### config.mk
export PLATFORM = sky130hd
export DESIGN_NAME = scoreboard_hazard_unit
export DESIGN_NICKNAME = d
export VERILOG_FILES = /design/src/rtl/scoreboard_hazard_unit.sv
export SDC_FILE = /design/constraint.sdc
export NUM_CORES = 1
export LEC_CHECK = 0
export CORE_ASPECT_RATIO = 0.7
export CORE_UTILIZATION = 45
export CTS_CLUSTER_SIZE = 16
export DETAILED_ROUTE_END_ITERATION = 12
export PLACE_DENSITY = 0.67
export SLEW_MARGIN = 20
export SYNTH_ARGS = -nofsm -noshare
export SYNTH_HDL_FRONTEND = slang
export SYNTH_SLANG_ARGS = --single-unit
### constraint.sdc
create_clock -name clk -period 4.5 [get_ports clk]
set_input_delay 1.125 -clock clk [delete_from_list [all_inputs] [get_ports clk]]
set_output_delay 1.125 -clock clk [all_outputs]
set_load 0.01 [all_outputs]
### src/rtl/scoreboard_hazard_unit.sv
// scoreboard_hazard_unit
//   Per-register pending counters that detect RAW hazards for the ID stage.
//   When a producer issues, its destination counter is loaded with the number
//   of cycles a dependent instruction must wait. The load value depends on
//   the forwarding mode and on whether the producer is a load. A source
//   register is pending while its counter is nonzero. Counters hold while
//   the pipeline is frozen.
//
// Ports
//   clk               rising-edge clock
//   rst               synchronous, active-high reset (clears all counters)
//   id_valid          a valid instruction is in ID
//   src1, src2        ID source register indices (src2 used only if two_src)
//   two_src           src2 is read
//   id_dest           ID destination register
//   id_wb_en          ID instruction writes id_dest
//   id_mem_r_en       ID instruction is a load
//   is_forwarding     forwarding mode select
//   flush             kill the ID instruction (no issue)
//   freeze            pipeline frozen: counters hold, no issue
//   hazard_detection  stall IF/ID this cycle (combinational)
//   busy_vec          bit r set while register r is pending
//   stall_cycles      (HAZARD_PERF_CNT_EN) saturating count of stalled, unfrozen cycles
//   hazard_events     (HAZARD_PERF_CNT_EN) saturating count of hazard rising edges
//
// Optional feature macro: HAZARD_PERF_CNT_EN
module scoreboard_hazard_unit #(
  parameter int NUM_REGS = 16,
  parameter int REG_W    = $clog2(NUM_REGS),
  parameter int MEM_LAT  = 1,
  parameter int WB_LAT   = 2
) (
  input  logic                clk,
  input  logic                rst,
  input  logic                id_valid,
  input  logic [REG_W-1:0]    src1,
  input  logic [REG_W-1:0]    src2,
  input  logic                two_src,
  input  logic [REG_W-1:0]    id_dest,
  input  logic                id_wb_en,
  input  logic                id_mem_r_en,
  input  logic                is_forwarding,
  input  logic                flush,
  input  logic                freeze,
  output logic                hazard_detection,
  output logic [NUM_REGS-1:0] busy_vec
`ifdef HAZARD_PERF_CNT_EN
  ,
  output logic [31:0]         stall_cycles,
  output logic [15:0]         hazard_events
`endif
);

  localparam int MAX_LAT = (MEM_LAT > WB_LAT) ? MEM_LAT : WB_LAT;
  localparam int CNT_W   = $clog2(MAX_LAT + 1);

  logic [CNT_W-1:0] r_cnt [NUM_REGS];
  logic             w_pend1;
  logic             w_pend2;
  logic             w_issue;
  logic [CNT_W-1:0] w_load;

  function automatic logic [CNT_W-1:0] sat_dec(input logic [CNT_W-1:0] c);
    return (c == '0) ? '0 : (c - 1'b1);
  endfunction

  function automatic logic [CNT_W-1:0] max_cnt(input logic [CNT_W-1:0] a,
                                               input logic [CNT_W-1:0] b);
    return (a > b) ? a : b;
  endfunction

  // Sources are checked against registered counters only, so an instruction
  // whose destination equals one of its own sources never stalls on itself.
  assign w_pend1 = (r_cnt[src1] != '0);
  assign w_pend2 = two_src && (r_cnt[src2] != '0);

  // Gated by rst so a reset mid-stall releases ID in the same cycle.
  assign hazard_detection = !rst && id_valid && (w_pend1 || w_pend2);

  assign w_issue = id_valid && !hazard_detection && !flush && !freeze;

  always_comb begin
    w_load = '0;
    if (!is_forwarding) begin
      w_load = CNT_W'(WB_LAT);
    end else if (id_mem_r_en) begin
      w_load = CNT_W'(MEM_LAT);
    end
  end

  // Counter update stage: decrement every cycle unless frozen; the issuing
  // destination keeps the larger of its decremented value and the new load
  // value so an older, longer-latency producer is never shortened.
  always_ff @(posedge clk) begin
    if (rst) begin
      for (int r = 0; r < NUM_REGS; r++) begin
        r_cnt[r] <= '0;
      end
    end else if (!freeze) begin
      for (int r = 0; r < NUM_REGS; r++) begin
        if (w_issue && id_wb_en && (id_dest == REG_W'(r))) begin
          r_cnt[r] <= max_cnt(sat_dec(r_cnt[r]), w_load);
        end else begin
          r_cnt[r] <= sat_dec(r_cnt[r]);
        end
      end
    end
  end

  always_comb begin
    busy_vec = '0;
    for (int r = 0; r < NUM_REGS; r++) begin
      busy_vec[r] = (r_cnt[r] != '0);
    end
  end

`ifdef HAZARD_PERF_CNT_EN
  logic r_haz_prev;

  // Performance counter stage: both counters saturate at all-ones.
  always_ff @(posedge clk) begin
    if (rst) begin
      stall_cycles  <= '0;
      hazard_events <= '0;
      r_haz_prev    <= 1'b0;
    end else begin
      r_haz_prev <= hazard_detection;
      if (hazard_detection && !freeze && (stall_cycles != '1)) begin
        stall_cycles <= stall_cycles + 32'd1;
      end
      if (hazard_detection && !r_haz_prev && (hazard_events != '1)) begin
        hazard_events <= hazard_events + 16'd1;
      end
    end
  end
`endif

endmodule

Fig. 1: run 1, placement by cell class
Bar = 20 um. Fill, decap, tap and diode cells in gray.
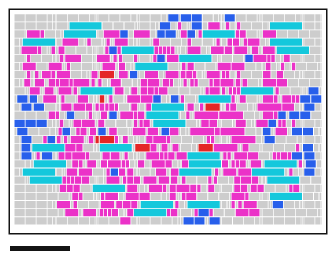
legend:
  blue:
    class: other buffers and delay cells
    cells: 57
    share_of_their_area: 13%
  magenta:
    class: all other logic
    cells: 333
    share_of_their_area: 60%
  cyan:
    class: flip-flops
    cells: 32
    share_of_their_area: 24%
  red:
    class: clock drivers and dummy loads
    cells: 7
    share_of_their_area: 2.0%
design area: 0.00406 mm^2
core area: 0.00729 mm^2

Fig. 2: run 1, cell sizes after repair
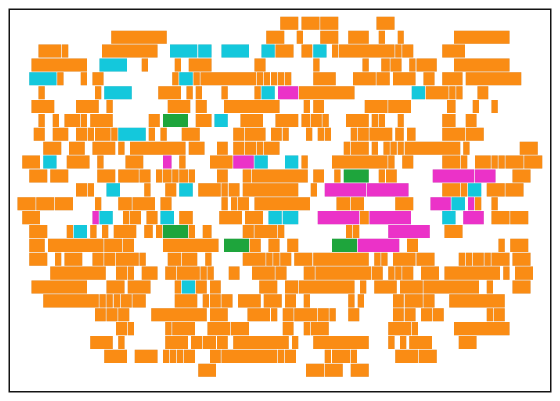
legend:
  cyan:
    size: drive 3 to 4
    cells: 27
    share: 6.3%
    most_used: buf_4
  orange:
    size: drive 1 or less
    cells: 382
    share: 89%
    most_used: nor2_1
  magenta:
    size: drive 2
    cells: 15
    share: 3.5%
    most_used: mux4_2
  green:
    size: drive 6 and up
    cells: 5
    share: 1.2%
    most_used: clkbuf_8

Fig. 3: run 1, the metal 2 layer
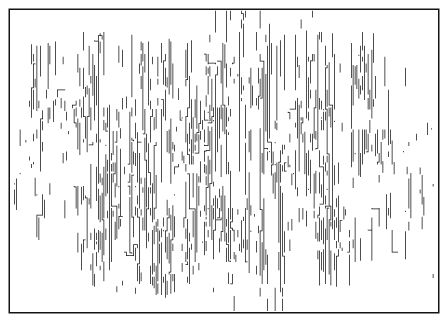
main direction: vertical
share of all routed wire: 41%
nets with wire on the layer: 401
wire length on this layer: 3530 um
longest straight run: 40.8 um
WL final: 8560 um
GR Util met2: 36.1%
via count: 2892

Fig. 4: run 1, clock wiring as the flow saved it
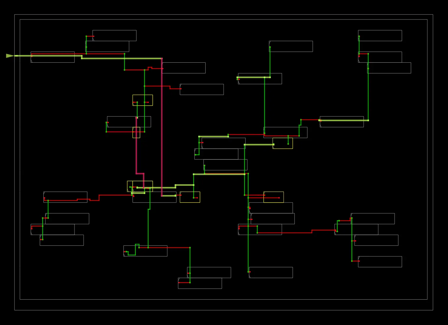
CLK BUF: 6
Layout Skew: 0.00551 ns

[run 1: power by group through the flow]
stage	Clock, uW	Sequential, uW	Combinational [uW]
4_1_cts	220	363	277
3_5_place_dp	0	369	275
2_1_floorplan	0	366	163
5_1_grt	231	366	307
3_3_place_gp	0	368	268
6_report	222	363	277
[run 1: metrics by stage]
stage	cells	util [%]	hold WS [ns]	worst slack [ns]
6_report	527	55.8	0.761	0.0911
3_5_place_dp	519	54.7	0.743	-0.225
2_1_floorplan	374	-	0.697	0.486
3_3_place_gp	519	54.7	0.731	-0.166
4_1_cts	527	55.8	0.767	0.0323
5_1_grt	527	55.8	0.819	0.0200
[run 1: layout make-up]
cell class,count,area (um^2),share of cell area (%)
multi-input combinational,280,2180,53.7
sequential,32,961,23.7
inverter,53,199,4.90
timing repair buffer,57,519,12.8
clock buffer,6,72.6,1.79
clock inverter,1,5.00,0.123
tap,98,123,3.02
[run 1: what timing repair did]
action | 4_1_cts | 5_1_grt
setup endpoints to repair | 1 | 1
gates resized | 1 | 1
buffers inserted | 1 | 0
cloned | 0 | 0
[run 1: final timing paths]
path	end	slack [ns]	start
worst max-delay path	hazard_detection	0.09	src2[1]
worst min-delay path	r_cnt[11][0]$_SDFFCE_PP0P_	0.76	r_cnt[11][1]$_SDFFCE_PP0P_
worst max register to register	r_cnt[10][0]$_SDFFCE_PP0P_	1.62	r_cnt[3][1]$_SDFFCE_PN0P_
worst min register to register	r_cnt[11][0]$_SDFFCE_PP0P_	0.76	r_cnt[11][1]$_SDFFCE_PP0P_
[run 1: cell usage after synthesis, types with 2 or more instances]
cell type	n	area (um^2)
nor2_1	56	210
inv_1	51	191
ha_1	48	601
nand2b_1	33	206
edfxtp_1	32	961
nand2_1	23	86.3
mux2i_1	15	150
o22ai_1	14	87.6
nand4_1	10	62.6
a31oi_1	6	37.5
clkbuf_1	6	22.5
mux2_4	6	90.1
mux4_2	6	135
and2_1	5	31.3
mux2_2	5	56.3
o21a_1	5	37.5
a22o_1	4	35.0
mux2_1	4	45.0
nor2b_1	4	25.0
a21oi_1	3	15.0
a41o_1	3	30.0
and4_1	3	26.3
nand3_1	3	15.0
nor3_1	3	15.0
and4b_1	2	20.0
buf_6	2	22.5
inv_2	2	7.51
nor4b_1	2	17.5
o21bai_1	2	15.0
[run 1: cell families (layout without fill, tap and decap cells)]
kind of cell | count (synthesis) | count (layout) | synth area share [%]
buffers and inverters | 62 | 117 | 7.33
flip-flops | 32 | 32 | 28.3
multiplexers | 37 | 37 | 14.8
AND-OR/OR-AND | 44 | 44 | 9.17
AND/OR/NAND/NOR | 151 | 151 | 22.7
adder cells (fa/ha/maj) | 48 | 48 | 17.7
[run 1: cell usage in the layout (no fill, tap or decap), types with 4 or more instances in the layout]
master	instances
o21a_1	5
clkbuf_8	5
inv_1	51
clkdlybuf4s50_1	36
o22ai_1	14
nand2_1	23
a31oi_1	6
nand2b_1	33
mux2_2	5
mux2_1	4
buf_4	20
mux4_2	7
nor2b_1	4
mux2i_1	15
a22o_1	4
edfxtp_1	32
mux2_4	6
ha_1	48
nand4_1	10
nor2_1	56
and2_1	5
==> results.sh, run 1 <==
# implementation run metrics
export IMPL_status="complete, no violations"
export IMPL_clock_sinks=32
export IMPL_placed_cell_area_mm2=0.00398
export IMPL_flop_cell="edfxtp_1"
export IMPL_slowest_stage="mux4_2"
export IMPL_max_slew_worst_pin_slew_ns=0.656
export IMPL_synth_cells=374
export IMPL_drt_iter0_drc=226
export IMPL_min_path_cells=3
export IMPL_max_freq_mhz=227
export IMPL_path_delay_family="buffers and inverters"
export IMPL_synthArstFlopShare_pct=0
export IMPL_die_area_mm2=0.00791
export IMPL_die_w_um=106
export IMPL_min_path_type="register to register"
export IMPL_power_density_mw_per_mm2=212
export IMPL_ys_area_mm2=0.00340
export IMPL_die_height_um=74.7
export IMPL_p_clk_share_pct=25.8
export IMPL_p_total_uw=862
export IMPL_drc=0
export IMPL_comb_power_share_pct=32.2
export IMPL_ant_nets=0
export IMPL_finalSetupViolCount=0
export IMPL_synth_distinct_cells=45
export IMPL_finalClockPeriodUsage_pct=98.0
export IMPL_intPower_uw=588
export IMPL_switchingPower_uw=274
export IMPL_ys_seq_share_pct=28.3
export IMPL_met1_usage_pct=34.4
export IMPL_dp_hpwl_um=6670
export IMPL_wl_met3_um=603
export IMPL_top_layer="met4"
export IMPL_clk_pin_slew_ns=0.07
export IMPL_reg_top3="r_cnt: 32 flops"
export IMPL_edf_count=32
export IMPL_hold_buffers=0
export IMPL_grt_max_degree=23
export IMPL_synth_area_mm2=0.00340
export IMPL_slew_headroom_pct=56.1
export IMPL_synthToLayoutAreaGrowth_pct=19.6
export IMPL_postSynthAreaPerCell_um2=9.08
export IMPL_cp_max_fo=3
export IMPL_fillers=702
export IMPL_wl_per_cell_um=16.3
export IMPL_cp_common_cell="inv_2"
export IMPL_slowest_delay_ns=0.51
export IMPL_antenna_found_initial=0
export IMPL_initCoreUtil_pct=46.6
export IMPL_wl_met2_um=3530
export IMPL_fin_nets=498
export IMPL_crit_required_ns=3.38
export IMPL_ys_cells=374
export IMPL_drive_gt1_share_pct=11.0
export IMPL_clockBufferDepth=2
export IMPL_reg2reg_depth=9
export IMPL_wl_met1_um=4370
export IMPL_swShare_pct=31.8
export IMPL_synthesis_nets=443
export IMPL_yosysWarningCount=0
export IMPL_hold_violations=0
export IMPL_rsz0062_at_grt="false"
export IMPL_cts_made_buffers=5
export IMPL_grt_use_total_pct=23.3
export IMPL_drv_slew=0
export IMPL_grt_pass1_vias=2759
export IMPL_power_static_leakage_uw=0.00201
export IMPL_dr_pass1_iters=5
export IMPL_portBuffers=37
export IMPL_cts_root_buf="clkbuf_8"
export IMPL_ys_ff=32
export IMPL_io_pins=38
export IMPL_grt_pass1_wl_um=14000
export IMPL_worstPathArrival_ns=3.28
export IMPL_maxCapViolations=0
export IMPL_largest_register="r_cnt"
export IMPL_critPathKind="primary input to output pin"
export IMPL_seqPwrFrac_pct=42.0
export IMPL_overflow=0
export IMPL_worst_path_buf_inv=4
export IMPL_worstSkewPairLatency_ns=0.29
export IMPL_largest_reg_flops=32
export IMPL_diodes=0
export IMPL_grt_busiest_layer="met2"
--- run 2 (diff from run 1) ---
Settings changed: CELL_PAD_IN_SITES_DETAIL_PLACEMENT from default to 1, CELL_PAD_IN_SITES_GLOBAL_PLACEMENT from default to 2, CORE_UTILIZATION 45 to 36, PLACE_DENSITY 0.67 to 0.83.
Fig. 5: run 2, clock wiring as the flow saved it
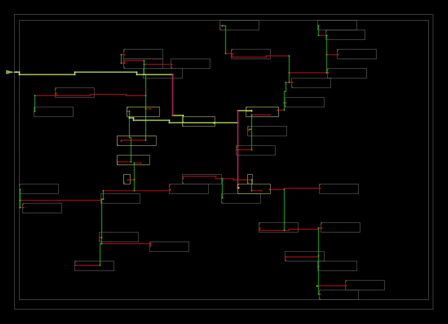
Latency at later pin: 0.28 ns
Layout Skew: 0.00427 ns
flip-flops: 32

==> run 2 against run 1 <==
  * Clock-buffer cell count stayed put
  * Routed wire length grew 15%
  * Die size up 24%
  * Non-clock buffer count fell by 4
  * Area after synthesis did not move
  * Register-to-register slack about the same
  * Clock power grew 77%
  * Sequential share of layout area decreased by 0.53 points
  * Final area rose by 2.3%
  * Final cell count increased by 4.4%
  * Global-route usage down 2.5 points
  * Flip-flop count unchanged
  * Highest routed layer unchanged
==> results.sh, run 2 <==
# implementation run metrics
export IMPL_status="complete, no violations"
export IMPL_antenna_found_initial=0
export IMPL_reg2reg_to="r_cnt[10][0]$_SDFFCE_PP0P_"
export IMPL_wl_met3_um=335
export IMPL_cp_max_fo=3
export IMPL_pre_cts_ws_ns=-0.169
export IMPL_ant_nets=0
export IMPL_postSynthAreaPerCell_um2=9.08
export IMPL_worst_slack_ns=0.0977
export IMPL_top_area_cell="edfxtp_1"
export IMPL_finalCriticalPeriod_ns=4.40
export IMPL_reg_top3="r_cnt: 32 flops"
export IMPL_dr_pass1_iters=4
export IMPL_synth_most_common_cell="nor2_1"
export IMPL_clk_pin_slew_ns=0.06
export IMPL_die_w_um=118
export IMPL_fin_nets=494
export IMPL_instances_no_fill=550
export IMPL_worstPathArrival_ns=3.28
export IMPL_slew_headroom_pct=58.3
export IMPL_reg2reg_depth=9
export IMPL_r2r_start="r_cnt[3][1]$_SDFFCE_PN0P_"
export IMPL_diodes=0
export IMPL_ys_area_mm2=0.00340
export IMPL_ys_ff=32
export IMPL_synthToLayoutAreaGrowth_pct=22.3
export IMPL_wl_per_cell_um=17.8
export IMPL_initCoreUtil_pct=37.3
export IMPL_io_pins=38
export IMPL_cts_htree_levels=2
export IMPL_grt_use_total_pct=20.9
export IMPL_gp_congestion=0.763
export IMPL_crit_required_ns=3.38
export IMPL_grt_pass1_vias=2972
export IMPL_edf_count=32
export IMPL_hold_violations=0
export IMPL_final_cell_mix="56 x nor2_1, 51 x inv_1, 48 x ha_1"
export IMPL_die_height_um=83.3
export IMPL_finalSetupViolCount=0
export IMPL_yosys_top_cells_area="edfxtp_1 28%, ha_1 18%, nor2_1 6.2%, nand2b_1 6.1%, inv_1 5.6%"
export IMPL_power_density_mw_per_mm2=250
export IMPL_dp_hpwl_um=7500
export IMPL_synthesis_nets=443
export IMPL_num_vias=2892
export IMPL_rsz0062_at_grt="false"
export IMPL_wl_um=9810
export IMPL_wl_met1_um=5150
export IMPL_drive_gt1_share_pct=10.1
export IMPL_drv_slew=0
export IMPL_min_from="r_cnt[11][1]$_SDFFCE_PP0P_"
export IMPL_finalClockPeriodUsage_pct=97.8
export IMPL_yosysWarningCount=0
export IMPL_flop_cell="edfxtp_1"
export IMPL_clock_sinks=32
export IMPL_wl_met2_um=4260
export IMPL_cp_start_kind="primary input"
export IMPL_top_layer="met4"
export IMPL_ys_seq_share_pct=28.3
export IMPL_hold_buffers=0
export IMPL_power_static_leakage_uw=0.00204
export IMPL_largest_reg_flops=32
export IMPL_synth_cells=374
export IMPL_cts_root_buf="clkbuf_16"
export IMPL_lay_top_count="nor2_1"
export IMPL_synthArstFlopShare_pct=0
export IMPL_tool_warnings=42
export IMPL_max_slew_worst_pin_slew_ns=0.623
export IMPL_largest_register="r_cnt"
export IMPL_drc=0
export IMPL_maxCapViolations=0
export IMPL_overflow=0
export IMPL_crit_path_end_kind="output pin"
export IMPL_slowest_stage="mux4_1"
export IMPL_vdd_drop_max_uv=149
export IMPL_ys_cells=374
export IMPL_clockBufferDepth=2
export IMPL_top_cells_by_count="56 x nor2_1, 51 x inv_1, 48 x ha_1"
export IMPL_top_cell_area_share_pct=28.3
export IMPL_synth_distinct_cells=45
export IMPL_routed_via_density=5.26
export IMPL_die_area_mm2=0.00984
export IMPL_cts_tree="built"
export IMPL_portBuffers=37
export IMPL_grt_max_degree=33
export IMPL_r2r_slack_ns=1.63
export IMPL_crit_path_cell_trace="clkdlybuf4s50_1 -> inv_2 -> mux4_1 -> mux2_2 -> o32a_1 -> and2_4 -> inv_2 -> dlygate4sd2_1"
export IMPL_critPathKind="primary input to output pin"
export IMPL_min_to="r_cnt[11][0]$_SDFFCE_PP0P_"
export IMPL_slowest_delay_ns=0.54
export IMPL_cts_made_buffers=5
export IMPL_synth_area_mm2=0.00340
export IMPL_cp_common_cell="inv_2"
export IMPL_drt_iter0_drc=106
export IMPL_max_freq_mhz=227
export IMPL_grt_pass1_wl_um=16000
export IMPL_min_path_type="register to register"
export IMPL_min_path_cells=3
export IMPL_numPlacedInstances=541
Fig. 6: run 2, placement by cell class
Bar = 20 um. Fill, decap, tap and diode cells in gray.
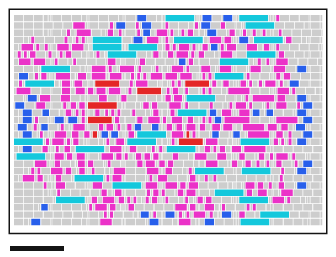
legend:
  cyan:
    class: flip-flops
    cells: 32
    share_of_their_area: 24%
  red:
    class: clock drivers and dummy loads
    cells: 8
    share_of_their_area: 4.1%
  blue:
    class: other buffers and delay cells
    cells: 53
    share_of_their_area: 12%
  magenta:
    class: all other logic
    cells: 333
    share_of_their_area: 60%
core area: 0.00911 mm^2
Seq area share: 23.1%
fin util: 45.6%
row count: 29

## run 2: cell counts after synthesis
Identical to the previous run, type by type.
## run 2: logic make-up (layout without fill, tap and decap cells)
group | Yosys count | count (layout) | share of synthesized area [%]
flip-flops | 32 | 32 | 28.3
buffers and inverters | 62 | 114 | 7.33
adder cells (fa/ha/maj) | 48 | 48 | 17.7
AND/OR/NAND/NOR | 151 | 151 | 22.7
multiplexers | 37 | 37 | 14.8
AND-OR/OR-AND | 44 | 44 | 9.17
## run 2: metal layers
layer,up-vias,GRT usage [%]
li1,1417,-
met1,1416,30.8
met2,50,32.5
met3,9,2.95
met4,0,3.50
met5,-,0
## run 2: repair_timing
action | in CTS | in global routing
endpoints found under the hold margin | 0 | 0
setup endpoints to repair | 1 | 0
buffers inserted | 1 | 0
gates resized | 1 | 0
## run 2: through the flow
| step | cell area [um^2] | total power (uW) | setup TNS (ns) | util [%] | hold WS, ns |
|---|---|---|---|---|---|
| after floorplan | 3400 | 529 | 0 | - | 0.697 |
| after global placement | 3990 | 639 | -0.162 | 43.8 | 0.740 |
| after detailed placement | 3990 | 651 | -0.169 | 43.8 | 0.760 |
| after CTS | 4160 | 1040 | 0 | 45.6 | 0.775 |
| after global routing | 4160 | 1090 | 0 | 45.6 | 0.820 |
| final | 4160 | 1040 | 0 | 45.6 | 0.767 |
## run 2: power breakdown
group | switching, uW | leakage (uW) | internal [uW]
combinational | 150 | 0.00160 | 131
sequential | 13.9 | 0.000355 | 350
clock | 131 | 0.0000808 | 260
total | 295 | 0.00204 | 742
## run 2: cell type report
class	instances	area, um^2
fillers	1044	4950
multi-input cells	280	2190
flip-flops and latches	32	961
repair buffers	53	489
inverters	53	199
well taps	124	155
clock buffers	6	129
clock inverters	2	35.0
## run 2: critical path: cells and delay by family
family                 cells  cell delay, ns
AND/OR/NAND/NOR            1            0.18
AND-OR/OR-AND              1            0.30
buffers and inverters      4            0.86
multiplexers               2            0.81
## run 2: worst max-delay path by stage
stage                  from                to  slack [ns]  cells past startpoint
finish              src2[1]  hazard_detection         0.1                      8
global placement    src2[1]  hazard_detection       -0.16                      8
floorplan           src2[1]  hazard_detection        0.49                      9
global route        src2[1]  hazard_detection        0.01                      8
detailed placement  src2[1]  hazard_detection       -0.17                      8
CTS                 src2[1]  hazard_detection        0.09                      8
Power figures rest on the tool's default switching activity, not on a simulated workload.
